`src/rtl/gemm_mac_seq_if.sv`:
```
// rtl/gemm_mac_seq_if.sv - result stream interface between gemm_mac_seq and the result writer
interface gemm_mac_seq_if #(
    parameter int DIM_W = 4,
    parameter int ACC_W = 19
);
    logic             res_valid;
    logic             res_ready;
    logic [ACC_W-1:0] res_data;
    logic [DIM_W-1:0] res_row;
    logic [DIM_W-1:0] res_col;
    logic             res_last;

    modport master (
        output res_valid, res_data, res_row, res_col, res_last,
        input  res_ready
    );

    modport slave (
        input  res_valid, res_data, res_row, res_col, res_last,
        output res_ready
    );
endinterface

```
`src/rtl/gemm_mac_seq.sv`:
```
// rtl/gemm_mac_seq.sv - sequences one accumulating mac unit to compute C = A x B element by element
module gemm_mac_seq #(
    parameter int DIM_W  = 4,
    parameter int ADDR_W = 8,
    parameter int ACC_W  = 19
) (
    input  logic              clk,
    input  logic              rst_n,
    input  logic              start,
    input  logic [DIM_W-1:0]  cfg_m,
    input  logic [DIM_W-1:0]  cfg_n,
    input  logic [DIM_W-1:0]  cfg_k,
    output logic              busy,
    output logic              done,
    output logic              a_rd_en,
    output logic [ADDR_W-1:0] a_addr,
    input  logic [7:0]        a_rd_data,
    output logic              b_rd_en,
    output logic [ADDR_W-1:0] b_addr,
    input  logic [7:0]        b_rd_data,
    output logic              macc_clear,
    output logic [7:0]        inA,
    output logic [7:0]        inB,
    input  logic [ACC_W-1:0]  macc_out,
    gemm_mac_seq_if.master    res
);

    typedef enum logic [2:0] {IDLE, CLEAR, ACC, OUT, FIN} state_t;

    state_t            state;
    logic [DIM_W-1:0]  m_q, n_q, k_q;
    logic [DIM_W-1:0]  i_q, j_q, k_cnt;
    logic              valid_q, last_q;
    logic [DIM_W-1:0]  row_q, col_q;
    logic              j_wrap;
    logic [DIM_W-1:0]  i_nxt, j_nxt;
    logic [ADDR_W-1:0] n_ext, k_ext;

    assign n_ext = ADDR_W'(n_q);
    assign k_ext = ADDR_W'(k_q);

    always_comb begin
        j_wrap = (j_q == n_q - DIM_W'(1));
        i_nxt  = j_wrap ? i_q + DIM_W'(1) : i_q;
        j_nxt  = j_wrap ? '0 : j_q + DIM_W'(1);
    end

    // Operands arrive one cycle after the read strobe, so they feed the mac straight through.
    assign inA = (state == ACC) ? a_rd_data : '0;
    assign inB = (state == ACC) ? b_rd_data : '0;

    assign res.res_valid = valid_q;
    assign res.res_data  = valid_q ? macc_out : '0;
    assign res.res_row   = row_q;
    assign res.res_col   = col_q;
    assign res.res_last  = last_q;

    always_ff @(posedge clk or negedge rst_n) begin
        if (!rst_n) begin
            state      <= IDLE;
            m_q        <= '0;
            n_q        <= '0;
            k_q        <= '0;
            i_q        <= '0;
            j_q        <= '0;
            k_cnt      <= '0;
            busy       <= 1'b0;
            done       <= 1'b0;
            a_rd_en    <= 1'b0;
            a_addr     <= '0;
            b_rd_en    <= 1'b0;
            b_addr     <= '0;
            macc_clear <= 1'b0;
            valid_q    <= 1'b0;
            last_q     <= 1'b0;
            row_q      <= '0;
            col_q      <= '0;
        end else begin
            done <= 1'b0;
            case (state)
                IDLE: begin
                    if (start) begin
                        if (cfg_m != '0 && cfg_n != '0 && cfg_k != '0) begin
                            m_q        <= cfg_m;
                            n_q        <= cfg_n;
                            k_q        <= cfg_k;
                            i_q        <= '0;
                            j_q        <= '0;
                            busy       <= 1'b1;
                            macc_clear <= 1'b1;
                            a_rd_en    <= 1'b1;
                            b_rd_en    <= 1'b1;
                            a_addr     <= '0;
                            b_addr     <= '0;
                            state      <= CLEAR;
                        end else begin
                            done  <= 1'b1;
                            state <= FIN;
                        end
                    end
                end
                CLEAR: begin
                    macc_clear <= 1'b0;
                    k_cnt      <= '0;
                    state      <= ACC;
                    if (k_q != DIM_W'(1)) begin
                        a_addr <= a_addr + ADDR_W'(1);
                        b_addr <= b_addr + n_ext;
                    end else begin
                        a_rd_en <= 1'b0;
                        b_rd_en <= 1'b0;
                        a_addr  <= '0;
                        b_addr  <= '0;
                    end
                end
                ACC: begin
                    if (k_cnt == k_q - DIM_W'(1)) begin
                        valid_q <= 1'b1;
                        row_q   <= i_q;
                        col_q   <= j_q;
                        last_q  <= (i_q == m_q - DIM_W'(1)) && j_wrap;
                        state   <= OUT;
                    end else begin
                        k_cnt <= k_cnt + DIM_W'(1);
                        // The read issued now is for operand k_cnt+2; none exists past K-1.
                        if (k_cnt == k_q - DIM_W'(2)) begin
                            a_rd_en <= 1'b0;
                            b_rd_en <= 1'b0;
                            a_addr  <= '0;
                            b_addr  <= '0;
                        end else begin
                            a_addr <= a_addr + ADDR_W'(1);
                            b_addr <= b_addr + n_ext;
                        end
                    end
                end
                OUT: begin
                    if (res.res_ready) begin
                        valid_q <= 1'b0;
                        last_q  <= 1'b0;
                        row_q   <= '0;
                        col_q   <= '0;
                        if (last_q) begin
                            busy  <= 1'b0;
                            done  <= 1'b1;
                            state <= FIN;
                        end else begin
                            i_q        <= i_nxt;
                            j_q        <= j_nxt;
                            macc_clear <= 1'b1;
                            a_rd_en    <= 1'b1;
                            b_rd_en    <= 1'b1;
                            a_addr     <= ADDR_W'(i_nxt) * k_ext;
                            b_addr     <= ADDR_W'(j_nxt);
                            state      <= CLEAR;
                        end
                    end
                end
                FIN:     state <= IDLE;
                default: state <= IDLE;
            endcase
        end
    end

endmodule

```
`src/flat_wrapper.sv`:
```
// flat-port wrapper written by rule: the top's interface ports become plain ports
module gemm_mac_seq_flat 
#(
    parameter int DIM_W  = 4,
    parameter int ADDR_W = 8,
    parameter int ACC_W  = 19
)
  (clk, rst_n, start, cfg_m, cfg_n, cfg_k, busy, done, a_rd_en, a_addr, a_rd_data, b_rd_en, b_addr, b_rd_data, macc_clear, inA, inB, macc_out, res_res_valid, res_res_data, res_res_row, res_res_col, res_res_last, res_res_ready);
  gemm_mac_seq_if #(.DIM_W(DIM_W), .ACC_W(ACC_W)) res_i ();
  input  logic clk;
  input  logic rst_n;
  input  logic start;
  input  logic [DIM_W-1:0] cfg_m;
  input  logic [DIM_W-1:0] cfg_n;
  input  logic [DIM_W-1:0] cfg_k;
  output logic busy;
  output logic done;
  output logic a_rd_en;
  output logic [ADDR_W-1:0] a_addr;
  input  logic [7:0] a_rd_data;
  output logic b_rd_en;
  output logic [ADDR_W-1:0] b_addr;
  input  logic [7:0] b_rd_data;
  output logic macc_clear;
  output logic [7:0] inA;
  output logic [7:0] inB;
  input  logic [ACC_W-1:0] macc_out;
  output wire logic [$bits(res_i.res_valid)-1:0] res_res_valid;
  output wire logic [$bits(res_i.res_data)-1:0] res_res_data;
  output wire logic [$bits(res_i.res_row)-1:0] res_res_row;
  output wire logic [$bits(res_i.res_col)-1:0] res_res_col;
  output wire logic [$bits(res_i.res_last)-1:0] res_res_last;
  input wire logic [$bits(res_i.res_ready)-1:0] res_res_ready;
  assign res_res_valid = res_i.res_valid;
  assign res_res_data = res_i.res_data;
  assign res_res_row = res_i.res_row;
  assign res_res_col = res_i.res_col;
  assign res_res_last = res_i.res_last;
  assign res_i.res_ready = res_res_ready;
  gemm_mac_seq #(.DIM_W(DIM_W), .ADDR_W(ADDR_W), .ACC_W(ACC_W)) u_core (.clk(clk), .rst_n(rst_n), .start(start), .cfg_m(cfg_m), .cfg_n(cfg_n), .cfg_k(cfg_k), .busy(busy), .done(done), .a_rd_en(a_rd_en), .a_addr(a_addr), .a_rd_data(a_rd_data), .b_rd_en(b_rd_en), .b_addr(b_addr), .b_rd_data(b_rd_data), .macc_clear(macc_clear), .inA(inA), .inB(inB), .macc_out(macc_out), .res(res_i));
endmodule
```
`config.mk`:
```
export PLATFORM = sky130hd
export DESIGN_NAME = gemm_mac_seq_flat
export DESIGN_NICKNAME = d
export VERILOG_FILES = /design/src/rtl/gemm_mac_seq_if.sv /design/src/rtl/gemm_mac_seq.sv /design/src/flat_wrapper.sv
export SDC_FILE = /design/constraint.sdc
export NUM_CORES = 1
export LEC_CHECK = 0
export CORE_MARGIN = 1.5
export CORE_UTILIZATION = 50
export CTS_CLUSTER_DIAMETER = 200
export CTS_CLUSTER_SIZE = 28
export DETAILED_ROUTE_END_ITERATION = 12
export GPL_TIMING_DRIVEN = 0
export PLACE_DENSITY = 0.84
export RECOVER_POWER = 100
export SETUP_SLACK_MARGIN = 0.4
export SYNTH_ARGS = -nofsm -noshare
export SYNTH_HDL_FRONTEND = slang
export SYNTH_SLANG_ARGS = --single-unit
```
`constraint.sdc`:
```
create_clock -name clk -period 8.8 [get_ports clk]
set_input_delay 1.76 -clock clk [delete_from_list [all_inputs] [get_ports clk]]
set_output_delay 1.76 -clock clk [all_outputs]
set_load 0.01 [all_outputs]
```
Run 1, sequential cells colored by netlist name:
The bar under the picture is 20 um long.
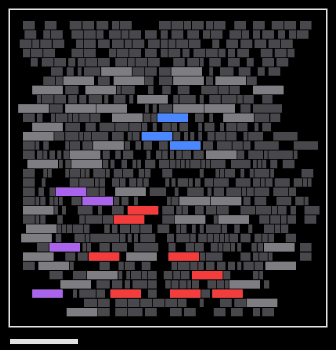
| color | netlist name | sequential cells |
|---|---|---|
| purple | u_core.j_q | 4 |
| red | u_core.b_addr | 8 |
| blue | u_core.state | 3 |
not colored: 42

Run 1, clock distribution:
The bar under the picture is 20 um long.
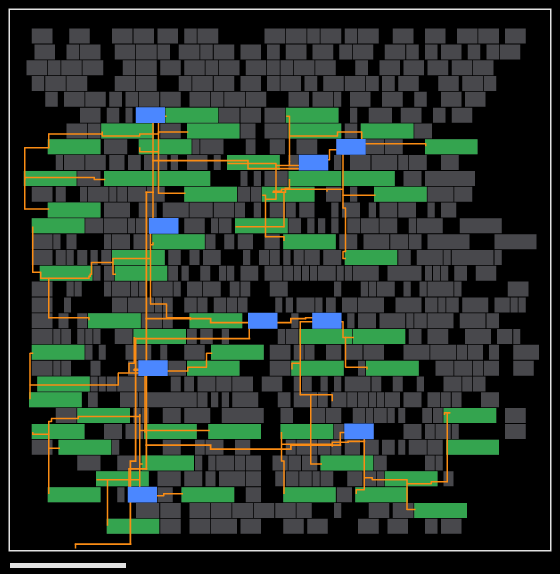
[blue] cells driving clock nets | count: 9
[green] flip-flops | count: 57
[orange] clock wires | length: 821 um
routed clock nets: 10
part of the total power dissipated in the clock network: 13.3%
Clock net power: 0.210 mW
skew final: 4.25 ps
insertion delay at the late pin of the worst-skew pair: 340 ps

Run 1, congestion heat map:
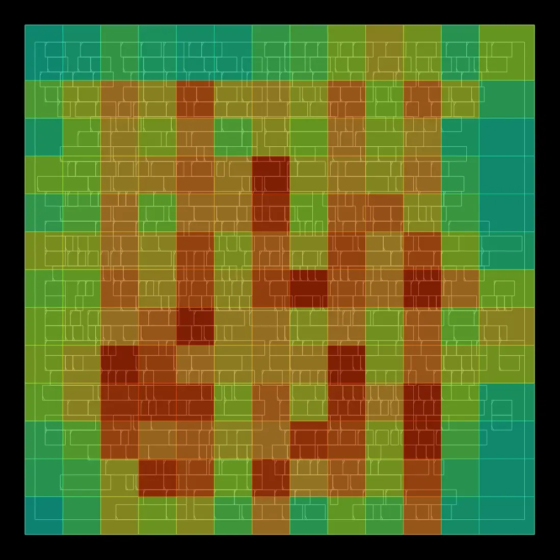
WL/cell: 16.8 um
global-route layer with the greatest usage: met2

==> GITHUB_STEP_SUMMARY, run 1 <==
### Flow metrics

| Metric | Value |
|---|---|
| Clock tree from TritonCTS | `yes` |
| Relative slew margins | `-19.9%` |
| Worst vdd rail ir drop | `0.000144 V` |
| Hold violation count in the final report | `0` |
| Number of global-route vias before repair | `3,812` |
| Synthesized registers | `57` |
| Tool warning count | `28` |
| DRT Wirelength | `11,200 um` |
| Setup repair after global routing missed its margin | `no` |
| Number of placement rows | `32` |
| Min Clock Period, post-route | `5050 ps` |
| Fill cell total of the finished layout | `601` |
| Die width | `92.9 um` |
| Synth Area in Simple Gates | `21.8%` |
| DR iter-0 viols | `259` |
| Synth Area in XOR/XNOR | `7.46%` |
| Tally of buffers added on design ports | `116` |
| Post-DRT Antenna Nets | `0` |
| EDFF count, synth | `0` |
| Library cell with the highest instance count after synthesis | `dfrtp_1` |
| Post-Syn Area | `4040 sq um` |
| Static leakage power | `2.51 nW` |
| Global-route congestion overflow total | `0` |
| Commonest non-fill, non-tap cell in the layout | `dlygate4sd3_1` |
| Clock buffers created by TritonCTS | `9` |
| Mux cell area share after synthesis | `4.86%` |
| Area delta synth->final | `35.4%` |
| Core utilization at floorplan | `52.0%` |
| Most common library cells after synthesis | `dfrtp_1, and2_1, nand2_1` |
| Final weighted congestion in routability-driven placement | `0.922` |
| Hold Crit Class | `reg -> reg` |
| DP Wirelength | `8720 um` |
| Count of final setup violators | `0` |
| Clock-pin slew on the worst setup and hold paths | `70 ps` |
| Violations in the final reports | `max-capacitance violations, max-slew violations` |
| Clock H-tree levels | `3` |
| Count of maximum capacitance violations | `1` |
| Ordered list of cells on the worst path | `inv_1 -> ha_1 -> xnor2_1 -> nor3_1 -> and2_0 -> clkbuf_1 -> mux2i_1 -> nand2b_1 -> fa_1 -> inv_1 -> fa_1 -> ha_1 -> a211oi_1 -> o21bai_1 -> a21oi_1 -> mux2i_1 -> nand4_1` |
| Height of the chip | `92.9 um` |
| Root Driver | `clkbuf_8` |
| Number of search-and-repair iterations in the first detailed-routing pass | `5` |
| Adder-cell share of the synthesized area | `10.5%` |
| Outcome | `finished with violations` |
| Number of pins exceeding their max-slew limit in the final report | `35` |
| Net Count, Synth | `518` |
| Transition time at the pin with the least slew margin | `1800 ps` |
| Via count | `3,745` |
| Cell type with the largest total area | `dfrtp_1` |
[run 1: worst paths after layout]
path,startpoint,endpoint,slack [ps],cells after the start
min,u_core.busy$_DFFE_PN0P_,u_core.busy$_DFFE_PN0P_,490,2
max reg2reg,u_core.n_q[1]$_DFFE_PN0P_,u_core.a_addr[7]$_DFFE_PN0P_,3750,17
max,u_core.n_q[1]$_DFFE_PN0P_,u_core.a_addr[7]$_DFFE_PN0P_,3750,17
min in group asynchronous,rst_n,u_core.n_q[1]$_DFFE_PN0P_,1680,1
max in group asynchronous,rst_n,u_core.k_cnt[1]$_DFFE_PN0P_,4840,2
min reg2reg,u_core.busy$_DFFE_PN0P_,u_core.busy$_DFFE_PN0P_,490,2
[run 1: area by class of cell]
cell class | instances | area [sq um] | share of cell area [%]
buffer | 22 | 95.1 | 1.74
clock buffer | 10 | 128 | 2.33
clock inverter | 6 | 35.0 | 0.640
inverter | 26 | 97.6 | 1.78
multi-input combinational | 331 | 2400 | 43.9
sequential | 57 | 1430 | 26.1
tap | 102 | 128 | 2.33
timing repair buffer | 117 | 1160 | 21.2
[run 1: cells by family after synthesis]
family,count (synthesis)
mux,18
xor+xnor,31
simple gates,160
compound gates,91
buf+inv,48
fa+ha+maj,31
flops,57
[run 1: routing by layer]
| layer | up-vias | part of all wire, % |
|---|---|---|
| met2 | 120 | 50 |
| met4 | 0 | 2.2 |
| met1 | 1813 | 43 |
| li1 | 1793 | - |
| met3 | 19 | 5.1 |
| met5 | - | 0 |
[run 1: power breakdown]
| group | total (mW) | switching [mW] | internal (mW) |
|---|---|---|---|
| clock | 0.210 | 0.110 | 0.0999 |
| combinational | 0.935 | 0.497 | 0.437 |
| sequential | 0.437 | 0.0969 | 0.340 |
| total | 1.58 | 0.704 | 0.878 |
[run 1: worst reg2reg max path: cells and delay by family, from the launching register on]
family / cells / cell delay [ps]
xor gates and xnor gates: 1 / 130
AOI/OAI and AO/OA: 3 / 520
and+or+nand+nor: 4 / 1080
DFF: 1 / 450
buffers and inverters: 3 / 490
muxes: 2 / 790
adders and majority gates: 4 / 1470
[run 1: sequential cells by signal, summed over array words and instances (netlist names)]
register / flops
u_core.res.res_col: 4
u_core.m_q: 4
u_core.a_addr: 8
u_core.b_addr: 8
u_core.j_q: 4
u_core.busy: 1
u_core.res.res_last: 1
u_core.k_cnt: 4
u_core.state: 3
u_core.n_q: 4
u_core.res.res_row: 4
u_core.macc_clear: 1
u_core.k_q: 4
u_core.i_q: 4
u_core.a_rd_en: 1
u_core.done: 1
u_core.res.res_valid: 1
[run 1: metrics by stage]
stage | cell area (sq um) | cells | setup slack, ps | utilization (%) | total power [mW]
2_1_floorplan | 4040 | 436 | 4730 | - | 1.06
3_3_place_gp | 5330 | 654 | 4130 | 68.6 | 1.36
3_5_place_dp | 5340 | 655 | 4120 | 68.8 | 1.40
4_1_cts | 5510 | 671 | 4090 | 70.9 | 1.62
5_1_grt | 5470 | 671 | 3360 | 70.4 | 1.71
6_report | 5470 | 671 | 3750 | 70.4 | 1.58
## Run 2: what changed since run 1
Settings changed: CORE_UTILIZATION 50 to 49, PLACE_DENSITY 0.84 to 0.82.
Clock period 8.8 ns to 5.04 ns, I/O delays scaled along.
==> GITHUB_STEP_SUMMARY, run 2 <==
### Flow metrics

| Metric | Value |
|---|---|
| Net Count, Synth | `518 (unchanged)` |
| Switching Share | `44.3% (was 44.5%)` |
| Number of global-route vias before repair | `3,861 (was 3,812)` |
| Tally of buffers added on design ports | `116 (unchanged)` |
| Part of the total power dissipated in the clock network | `14.0% (was 13.3%)` |
| Most common library cells after synthesis | `dfrtp_1, and2_1, nand2_1 (unchanged)` |
| Clock buffers created by TritonCTS | `9 (unchanged)` |
| Launching point of the worst reg2reg path | `u_core.n_q[1]$_DFFE_PN0P_ (unchanged)` |
| Die width | `93.8 um (was 92.9 um)` |
| Post-DRT Antenna Nets | `0 (unchanged)` |
| Height of the chip | `93.8 um (was 92.9 um)` |
| Static leakage power | `2.51 nW (about the same)` |
| DR iter-0 viols | `240 (was 259)` |
| Area delta synth->final | `36.5% (was 35.4%)` |
| Outcome | `finished with violations (unchanged)` |
| Number of search-and-repair iterations in the first detailed-routing pass | `5 (unchanged)` |
| Relative slew margins | `-45.4% (was -19.9%)` |
| Transition time at the pin with the least slew margin | `2180 ps (was 1800 ps)` |
| Setup slack, reg-to-reg | `560 ps (was 3750 ps)` |
| Synth Area in Simple Gates | `21.8% (unchanged)` |
| Mux cell area share after synthesis | `4.86% (unchanged)` |
| Final weighted congestion in routability-driven placement | `0.873 (was 0.922)` |
| DP Wirelength | `8940 um (was 8720 um)` |
| Post-Syn Area | `4040 sq um (unchanged)` |
| Number of pins exceeding their max-slew limit in the final report | `39 (was 35)` |
| Clock H-tree levels | `3 (unchanged)` |
| Net Sw Power | `1.26 mW (was 0.704 mW)` |
| Hold violation count in the final report | `0 (unchanged)` |
| Synth Area in XOR/XNOR | `7.46% (unchanged)` |
| Count of maximum capacitance violations | `1 (unchanged)` |
| Count of final setup violators | `0 (unchanged)` |
| Endpoint of the lowest-slack register-to-register path | `u_core.a_addr[6]$_DFFE_PN0P_ (was u_core.a_addr[7]$_DFFE_PN0P_)` |
| Destination of the worst hold path | `u_core.busy$_DFFE_PN0P_ (unchanged)` |
| Count of cells along the worst hold path | `2 (unchanged)` |
| EDFF count, synth | `0 (unchanged)` |
| Total power of the final layout | `2.84 mW (was 1.58 mW)` |
| Startpoint of the tightest hold check path | `u_core.busy$_DFFE_PN0P_ (unchanged)` |
| WL/cell | `17.2 um (was 16.8 um)` |
| Part of the total power dissipated in sequential elements | `27.0% (was 27.6%)` |
| Violations in the final reports | `max-capacitance violations, max-slew violations (unchanged)` |
| Commonest non-fill, non-tap cell in the layout | `dlygate4sd3_1 (unchanged)` |
| Registers with the highest flip-flop counts | `u_core.a_addr x8, u_core.b_addr x8 (unchanged)` |
| Library cell with the highest instance count after synthesis | `dfrtp_1 (unchanged)` |
| Number of placement rows | `32 (unchanged)` |
| Clock tree from TritonCTS | `yes (unchanged)` |
| Internal power consumption | `1.58 mW (was 0.878 mW)` |
-- run 2: cell counts after synthesis --
Identical to the previous run, type by type.
-- run 2: power by group through the flow --
stage | Clock [mW] | Sequential, mW | Combinational, mW
floorplan | 0 | 0.742 | 1.11
global placement | 0 | 0.760 | 1.62
global route | 0.420 | 0.783 | 1.84
detailed placement | 0 | 0.771 | 1.69
CTS | 0.399 | 0.763 | 1.70
finish | 0.398 | 0.765 | 1.67
-- run 2: logic make-up (layout without fill, tap and decap cells) --
kind of cell / count (synthesis) / count (layout)
buf+inv: 48 / 183
xor+xnor: 31 / 31
compound gates: 91 / 91
flops: 57 / 57
fa+ha+maj: 31 / 31
mux: 18 / 18
simple gates: 160 / 160
-- run 2: layout make-up --
type                            count  area (sq um)
Buffer                             22          88.8
Clock buffer                       11           151
Clock inverter                      5          30.0
Fill cell                         625          2330
Inverter                           26          97.6
Multi-Input combinational cell    331          2410
Sequential cell                    57          1430
Tap cell                          102           128
Timing Repair Buffer              119          1170
-- run 2: timing repair --
action / in CTS / in global routing
pin swaps: 0 / 1
buffers inserted: 0 / 2
gates resized: 1 / 4
endpoints found under the setup margin: 1 / 3
-- run 2: stage by stage --
stage / cells / util, % / setup slack, ps / area (sq um) / hold slack, ps
after floorplan: 436 / - / 972 / 4040 / 501
after global placement: 654 / 67.9 / 543 / 5330 / 466
after detailed placement: 655 / 68.1 / 416 / 5340 / 469
after CTS: 671 / 70.5 / 430 / 5530 / 484
after global routing: 673 / 70.2 / 309 / 5510 / 520
final: 673 / 70.2 / 560 / 5510 / 474
-- run 2: routing by layer --
metal | up-vias | part of all wire, %
li1 | 1793 | -
met5 | - | 0
met4 | 0 | 2.2
met2 | 120 | 52
met3 | 28 | 4.1
met1 | 1875 | 42
-- run 2: critical path, stage by stage (launching register included) --
cell      delay (ps)
dfrtp_1          460
inv_1             90
ha_1             160
xor3_1           260
nor3_4           240
and2_1           140
buf_2            190
mux2i_1          480
nand2b_1         200
fa_1             420
inv_1             90
fa_1             420
inv_1            100
fa_1             230
nor2b_1           70
o21a_1           170
or3_1            300
a32oi_1          220
o211ai_1         120
-- run 2: how the worst max path moves through the flow --
stage                                               to  slack, ps                 startpoint  depth (start not counted)
final                     u_core.a_addr[6]$_DFFE_PN0P_        560  u_core.n_q[1]$_DFFE_PN0P_                         18
after global routing      u_core.a_addr[6]$_DFFE_PN0P_        310  u_core.n_q[1]$_DFFE_PN0P_                         18
after CTS                 u_core.a_addr[6]$_DFFE_PN0P_        430  u_core.n_q[1]$_DFFE_PN0P_                         18
after detailed placement  u_core.a_addr[6]$_DFFE_PN0P_        420  u_core.n_q[1]$_DFFE_PN0P_                         18
after global placement    u_core.a_addr[7]$_DFFE_PN0P_        540  u_core.n_q[1]$_DFFE_PN0P_                         17
after floorplan           u_core.a_addr[6]$_DFFE_PN0P_        970  u_core.n_q[0]$_DFFE_PN0P_                         18
Run 2, selected gate families:
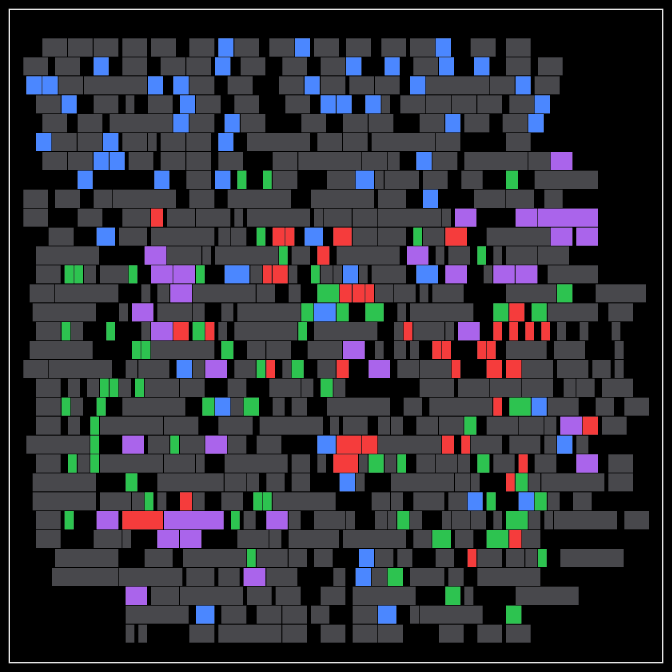
| color | family | cells |
|---|---|---|
| green | NAND gates | 64 |
| red | NOR gates | 41 |
| blue | AND and OR gates | 55 |
| purple | XOR/XNOR gates | 31 |

No activity file was given, so power comes from the tool's default toggle rates.
